`src/rtl/exec_result_buffer.sv`:
```
// Two-entry in-order result buffer between the logic unit and writeback; a push is visible at the output one edge later.
// in_ready depends only on registered occupancy, never on out_ready; a full buffer refuses pushes even while popping.
module exec_result_buffer #(
    parameter int WIDTH = 32,
    parameter int TAG_W = 4
) (
    input  logic             clk,
    input  logic             rst_n,
    input  logic             flush,
    input  logic             in_valid,
    output logic             in_ready,
    input  logic [WIDTH-1:0] in_result,
    input  logic [TAG_W-1:0] in_rd,
    output logic             out_valid,
    input  logic             out_ready,
    output logic [WIDTH-1:0] out_result,
    output logic [TAG_W-1:0] out_rd,
    output logic             out_zero,
    output logic             out_neg,
    output logic [1:0]       count
);

    typedef struct packed {
        logic [WIDTH-1:0] result;
        logic [TAG_W-1:0] rd;
        logic             zero;
        logic             neg;
    } entry_t;

    entry_t     r_mem [2];
    logic       r_wptr;
    logic       r_rptr;
    logic [1:0] r_count;

    logic   w_push;
    logic   w_pop;
    entry_t w_new;
    entry_t w_head;

    assign in_ready  = (r_count != 2'd2);
    assign out_valid = (r_count != 2'd0);
    assign count     = r_count;

    assign w_push = in_valid & in_ready & ~flush;
    assign w_pop  = out_valid & out_ready & ~flush;

    // Flags are computed once at capture so writeback sees them without extra logic.
    assign w_new.result = in_result;
    assign w_new.rd     = in_rd;
    assign w_new.zero   = ~|in_result;
    assign w_new.neg    = in_result[WIDTH-1];

    assign w_head     = r_mem[r_rptr];
    assign out_result = w_head.result;
    assign out_rd     = w_head.rd;
    assign out_zero   = w_head.zero;
    assign out_neg    = w_head.neg;

    always_ff @(posedge clk or negedge rst_n) begin
        if (!rst_n) begin
            r_mem[0] <= '0;
            r_mem[1] <= '0;
            r_wptr   <= 1'b0;
            r_rptr   <= 1'b0;
            r_count  <= 2'd0;
        end else if (flush) begin
            r_wptr  <= 1'b0;
            r_rptr  <= 1'b0;
            r_count <= 2'd0;
        end else begin
            if (w_push) begin
                r_mem[r_wptr] <= w_new;
                r_wptr        <= ~r_wptr;
            end
            if (w_pop) begin
                r_rptr <= ~r_rptr;
            end
            unique case ({w_push, w_pop})
                2'b10:   r_count <= r_count + 2'd1;
                2'b01:   r_count <= r_count - 2'd1;
                default: r_count <= r_count;
            endcase
        end
    end

endmodule

```
`config.mk`:
```
export PLATFORM = sky130hd
export DESIGN_NAME = exec_result_buffer
export DESIGN_NICKNAME = d
export VERILOG_FILES = /design/src/rtl/exec_result_buffer.sv
export SDC_FILE = /design/constraint.sdc
export NUM_CORES = 1
export LEC_CHECK = 0
export CELL_PAD_IN_SITES_DETAIL_PLACEMENT = 0
export CELL_PAD_IN_SITES_GLOBAL_PLACEMENT = 2
export CORE_MARGIN = 4
export CORE_UTILIZATION = 30
export DETAILED_ROUTE_END_ITERATION = 8
export HOLD_SLACK_MARGIN = 0.15
export PLACE_DENSITY = 0.72
export SYNTH_ARGS = -nofsm -noshare
export SYNTH_HDL_FRONTEND = slang
export SYNTH_SLANG_ARGS = --single-unit
```
`constraint.sdc`:
```
create_clock -name clk -period 2.5 [get_ports clk]
set_input_delay 0.5 -clock clk [delete_from_list [all_inputs] [get_ports clk]]
set_output_delay 0.5 -clock clk [all_outputs]
set_load 0.01 [all_outputs]
```
==> run_1/m2.png <==
Drawn at 3 px/micron.
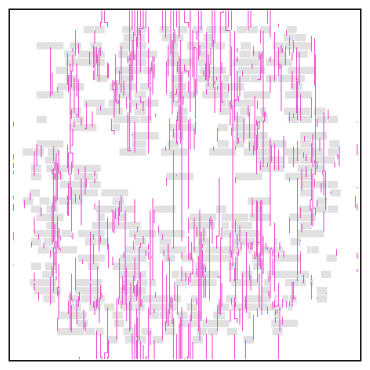
The wires run mostly vertical. The layer holds 49% of the routed length. The layer carries 4090 microns of wire. The longest straight run is 56.4 microns.
routing usage on met2: 21.4%
WL final: 8.28 mm

==> run_1/clock_nets.png <==
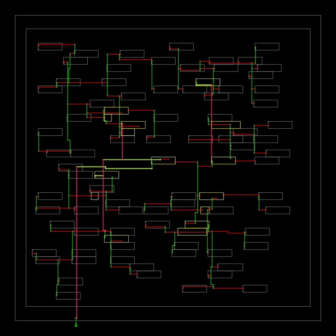
CTS Buf Count: 9
Clk. pwr: 1400 uW
clk ins delay skew pair: 0.32 ns

==> flow_summary.json, run 1 <==
{
  "status": "completed",
  "clk_pin_slew_ns": 0.06,
  "cp_num_buf_inv": 2,
  "drive_above_1_share_pct": 41.1,
  "grt.met1_usage_pct": 16.7,
  "worstSetupEndpointType": "output pin",
  "postRouteAntennaNets": 0,
  "maxCapViolations": 0,
  "drt_iter0_markers": 46,
  "setup_viol": 0,
  "p_comb_share_pct": 25.4,
  "r2r_slack_ns": 0.75,
  "instances_no_fill": 476,
  "drt-met1-wl_mm": 3.84,
  "cpMaxStageDelayCell": "clkdlybuf4s50_1",
  "grt_antenna_before_repair": 0,
  "area_delta_synth_final_pct": 38.4,
  "dp_hpwl_mm": 5.73,
  "ys_warn_count": 0,
  "gp_congestion": 0.725,
  "grt_pass1_vias": 2540,
  "crit_required_ns": 2.00,
  "grt_overflow": 0,
  "synthCells": 239,
  "start_kind": "flop",
  "firstDrtPassIters": 4,
  "synth_flops": 78,
  "cts_tree": "done",
  "rows": 39,
  "powerComb_uw": 1060,
  "warnings": 26,
  "ys_types": 29,
  "seq_cell_power_uw": 1690,
  "fp_util_pct": 30.8,
  "gr-max-usage-layer": "met2",
  "top_cells_by_area": "dfrtp_1, mux2_2, nor4_1",
  "maxSlewViolCount": 0,
  "tns_ns": 0,
  "p_leak_uw": 0.00198,
  "ys_chip_area_sq_um": 3540,
  "wl_met2_mm": 4.09,
  "top_area_cell": "dfrtp_1",
  "ys_cells": 239,
  "powerDensity_nw_per_um2": 846,
  "seqPwrFrac_pct": 40.7,
  "post-route-period-util_pct": 94.0,
  "die_y_microns": 117,
  "cpLargestDelayFamily": "buffers and inverters",
  "placed_cells": 459,
  "post_cts_buffers": 2,
  "switching_share_pct": 24.5,
  "worstPathCellList": "buf_12, mux2_2, clkdlybuf4s50_1",
  "startpoint": "r_rptr",
  "skew_ns": 0.00563,
  "p_int_uw": 3130,
  "yosysSeqAreaShare_pct": 55.1,
  "cpPeakStageDelay_ns": 0.50,
  "crit_type": "flop to output pin",
  "cp_max_fo": 20,
  "vdd_drop_max_mv": 0.345,
  "top_cells_by_count": "mux2_2, dfrtp_1, nor4_1",
  "via_per_inst": 4.76,
  "whs_ns": 0.190,
  "largestPowerGroup": "registers",
  "rsz0062_at_grt": "no",
  "die-area_sq_um": 13600,
  "placement.cell_area_sq_um": 4570,
  "nNetsFinal": 370,
  "p_sw_uw": 1020,
  "grt_util_met3_pct": 2.23,
  "highest_layer": "met4",
  "total_power_uw": 4150,
  "grt_first_pass_wirelength_mm": 13.5,
  "cp.arrival_ns": 1.85,
  "htreeDepth": 3,
  "largest_reg_flops": 74,
  "met3_length_microns": 221,
  "synth.cell_area_sq_um": 3540,
  "drc": 0,
  "diodes": 0,
  "hold_class": "input port to asynchronous set/reset pin",
  "p_clk_share_pct": 33.8,
  "yosys.cell_count.top_type": "mux2_2",
  "utilization_pct": 42.6,
  "largest-register": "r_mem",
  "finalWorstSetupSlack_ns": 0.151,
  "lay_top_count": "mux2_2",
  "num-fill-cells": 1063,
  "edf_count": 0,
  "floorplan.nets": 280,
  "slew-limit-headroom_pct": 58.6,
  "async_flop_share_pct": 100,
  "grt_max_degree": 47,
  "clock_tree.root_cell": "clkbuf_16",
  "cts_resized": 0,
  "lay_top_cells": "mux2_2, clkdlybuf4s50_1, dfrtp_1",
  "top_cell_area_share_pct": 55.1,
  "finalHoldViolCount": 0,
  "finalCriticalPeriod_ns": 2.35,
  "tightest_slew_ns": 0.621,
  "cts.sinks": 78,
  "max_freq_mhz": 426,
  "flop_cell": "dfrtp_1",
  "cts_hold_buf": 0,
  "core_sq_um": 11500,
  "clockBufferDepth": 2,
  "post-place-ws_ns": 0.223,
  "synth_area_per_cell_sq_um": 14.8,
  "mi_logic_area_sq_um": 1480,
  "flop_area_sq_um": 1950,
  "design_area_sq_um": 4910,
  "dieWidth_microns": 117,
  "reg2reg_from": "count[1]"
}
==> run_1/port_trees.png <==
Drawn at 3 px/micron.
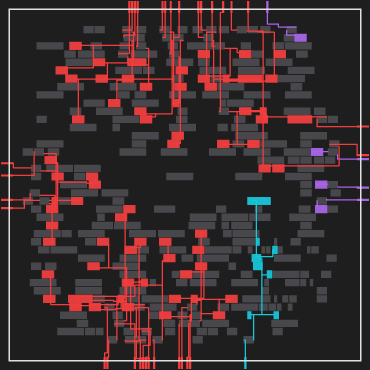
Key: cyan = flush [direction input, edge south, end cells 8, buffers 1, wire 72.9 microns]; purple = out_rd [direction output, edge 3 east, 1 north, end cells 4, buffers 4, wire 59.0 microns]; red = in_result [direction input, edge 14 north, 12 south, 4 west, 2 east, end cells 72, buffers 32, wire 1450 microns]
io pins: 83
PortBufs: 82

==> run_1/layers.png <==
Drawn at 4 px/micron. Two of the layers only.
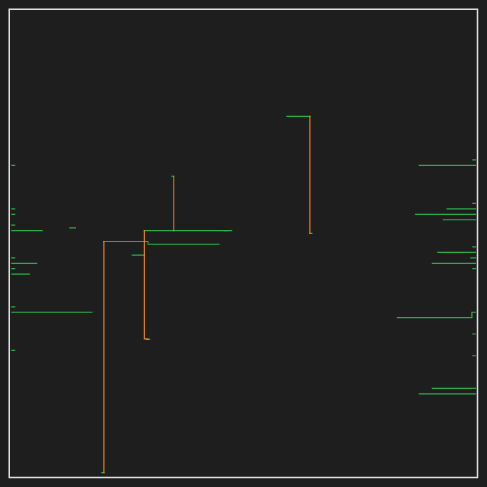
Key: orange = M4 [wire length 129 microns]; green = M3 [wire length 222 microns]
via count: 2264
Total GRT Usage: 12.9%
Avg WL per Cell: 17.4 microns

run 1: cell families (layout without fill, tap and decap cells):
logic type	after synthesis	count (layout)	synth area share (%)
mux	109	109	34.6
flops	78	78	55.1
buf+inv	17	111	3.14
compound gates	12	12	2.19
simple gates	22	22	4.73
xor+xnor	1	1	0.247
run 1: cell type report:
type                    count  area share, %
clock buffers              10           4.87
clock inverters             5           1.71
multi-input cells         144           30.2
well taps                 143           3.65
repair buffers             92           19.5
flip-flops and latches     78           39.8
inverters                   4          0.306
run 1: worst paths after layout:
path / cells after the start / to
setup / recovery: 3 / out_result[2]
hold / removal: 1 / r_mem[32]
setup reg to reg: 5 / r_mem[27]
hold reg to reg: 1 / r_mem[33]
max in group asynchronous: 2 / r_mem[71]
min in group clk: 1 / r_mem[33]
--- run 2 (diff from run 1) ---
Settings changed: MAX_ROUTING_LAYER set to met4, SLEW_MARGIN set to 40.
Clock period 2.5 ns to 2.85 ns, I/O delays scaled along.
==> run 2 against run 1 <==
Compared with the run above:
- wire length decreased by 3.2%
- cell count is 1.1% lower
- combinational power down about 10%
- sequential power fell by 12%
- global-route usage down 0.20 points
- non-clock buffer count decreased by 5
- register-to-register slack better by 0.04 ns
- die size unchanged
- count of clock-buffer cells in the layout grew 1
==> flow_summary.json, run 2 <==
{
  "flop_cell": "dfrtp_1",
  "floorplan.nets": 280,
  "warnings": 26,
  "crit_type": "flop to output pin",
  "flop_area_sq_um": 1950,
  "dieWidth_microns": 117,
  "buffers_excl_clock": 87,
  "p_leak_uw": 0.00195,
  "synth_flops": 78,
  "clk_pin_slew_ns": 0.06,
  "ys_chip_area_sq_um": 3540,
  "start_kind": "flop",
  "p_sw_uw": 871,
  "gr-max-usage-layer": "met2",
  "highest_layer": "met4",
  "worstSetupEndpointType": "output pin",
  "grt_overflow": 0,
  "skew_ns": 0.00475,
  "tns_ns": 0,
  "post-route-period-util_pct": 90.8,
  "cts_tree": "done",
  "flops": 78,
  "r2r_slack_ns": 0.79,
  "met3_length_microns": 183,
  "largestPowerGroup": "registers",
  "nNetsFinal": 365,
  "largest-register": "r_mem",
  "switching_share_pct": 24.0,
  "ys_types": 29,
  "seq_cell_power_uw": 1490,
  "worstSetupEndpoint": "out_result[19]",
  "clock_tree.root_cell": "clkbuf_16",
  "cp_max_fo": 13,
  "io_buffers": 82,
  "io_pins": 83,
  "synthCells": 239,
  "vdd_drop_max_mv": 0.274,
  "p_clk_share_pct": 33.9,
  "drt-met1-wl_mm": 3.73,
  "yosys.cell_count.top_type": "mux2_2",
  "diodes": 0,
  "reg2reg_from": "count[1]",
  "r2r.worst_path.cells": 4,
  "clk_latency_ns": 0.33,
  "cts_resized": 0,
  "die_y_microns": 117,
  "via_per_inst": 4.71,
  "drc": 0,
  "grt_first_pass_wirelength_mm": 12.9,
  "ys_warn_count": 0,
  "ys_cells": 239,
  "maxCapViolations": 0,
  "synth-xor-area-share_pct": 0.247,
  "total_power_uw": 3630,
  "top_cells_by_area": "dfrtp_1, mux2_2, nor4_1",
  "tightest_slew_ns": 0.753,
  "wl_met2_mm": 3.94,
  "clock_buffers": 11,
  "mi_logic_area_sq_um": 1480,
  "seqPwrFrac_pct": 41.0,
  "grt.met2_usage_pct": 20.1,
  "powerComb_uw": 909,
  "synth.cell_area_sq_um": 3540,
  "lay_top_count": "mux2_2",
  "grt.met1_usage_pct": 16.3,
  "max_freq_mhz": 387,
  "buffer_area_share_pct": 18.1,
  "synthTopLogicFamily": "multiplexers",
  "post_cts_buffers": 0,
  "lay_top_cells": "mux2_2, clkdlybuf4s50_1, dfrtp_1",
  "inverters": 4,
  "synthAdderAreaFrac_pct": 0,
  "startpoint": "r_rptr",
  "ys_sh_aoi_pct": 2.19,
  "gp_congestion": 0.699,
  "multi_input_comb_cells": 144,
  "firstDrtPassIters": 4,
  "largest_reg_flops": 74,
  "timing.rr.end": "r_mem[33]",
  "slew-limit-headroom_pct": 49.7,
  "design_area_sq_um": 4820,
  "maxSlewViolCount": 0,
  "top_area_cell": "dfrtp_1",
  "pg_clk_uw": 1230,
  "core_sq_um": 11500,
  "yosysSeqAreaShare_pct": 55.1,
  "die-area_sq_um": 13600,
  "hold_class": "input port to asynchronous set/reset pin",
  "grt_antenna_before_repair": 0,
  "p_comb_share_pct": 25.1,
  "cts_hold_buf": 0,
  "cts.sinks": 78,
  "finalHoldViolCount": 0,
  "grt_max_degree": 72,
  "placement.cell_area_sq_um": 4500,
  "taps": 143,
  "grt_util_met3_pct": 1.97,
  "drt_iter0_markers": 45,
  "drive_above_1_share_pct": 40.2,
  "edf_count": 0,
  "powerDensity_nw_per_um2": 752,
  "async_flop_share_pct": 100,
  "setup_viol": 0,
  "p_int_uw": 2760,
  "simple_gate_share_pct": 4.73,
  "top_cells_by_count": "mux2_2, dfrtp_1, nor4_1",
  "cp.arrival_ns": 2.02,
  "status": "completed",
  "top_cell_area_share_pct": 55.1
}
[run 2: cells by family (layout without fill, tap and decap cells)]
logic type,count (synthesis),after routing
buffers and inverters,17,106
xor gates and xnor gates,1,1
muxes,109,109
AOI/OAI and AO/OA,12,12
DFF,78,78
and+or+nand+nor,22,22
[run 2: metrics by stage]
stage                     instances  hold WS (ns)  utilization [%]  worst slack [ns]
after floorplan                 239         0.274                -             0.924
after global placement          456         0.464             39.0             0.208
after detailed placement        456         0.475             39.1             0.157
after CTS                       471         0.280             41.9             0.234
after global routing            471         0.314             41.9             0.195
final                           471         0.250             41.9             0.263
[run 2: critical path, stage by stage (launching register included)]
cell and delay (ns):
dfrtp_2 0.60, buf_4 0.25, mux2_2 0.36, clkdlybuf4s50_1 0.48
==> run_2/layers.png <==
Drawn at 4 px/micron. Two of the layers only.
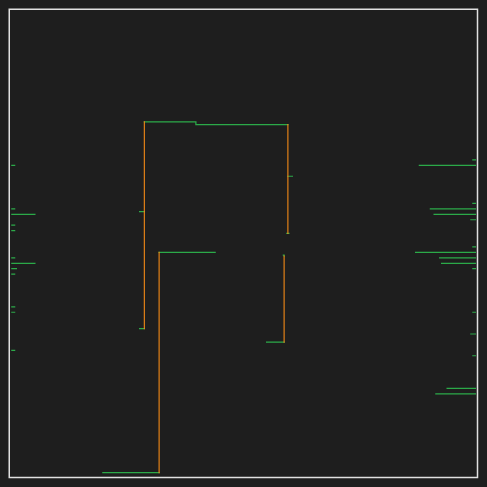
Key: orange = M4 [wire length 156 microns]; green = M3 [wire length 184 microns]
WL final: 8.01 mm
via count: 2220
Avg WL per Cell: 17.0 microns
Total GRT Usage: 12.7%

No activity file was given, so power comes from the tool's default toggle rates.
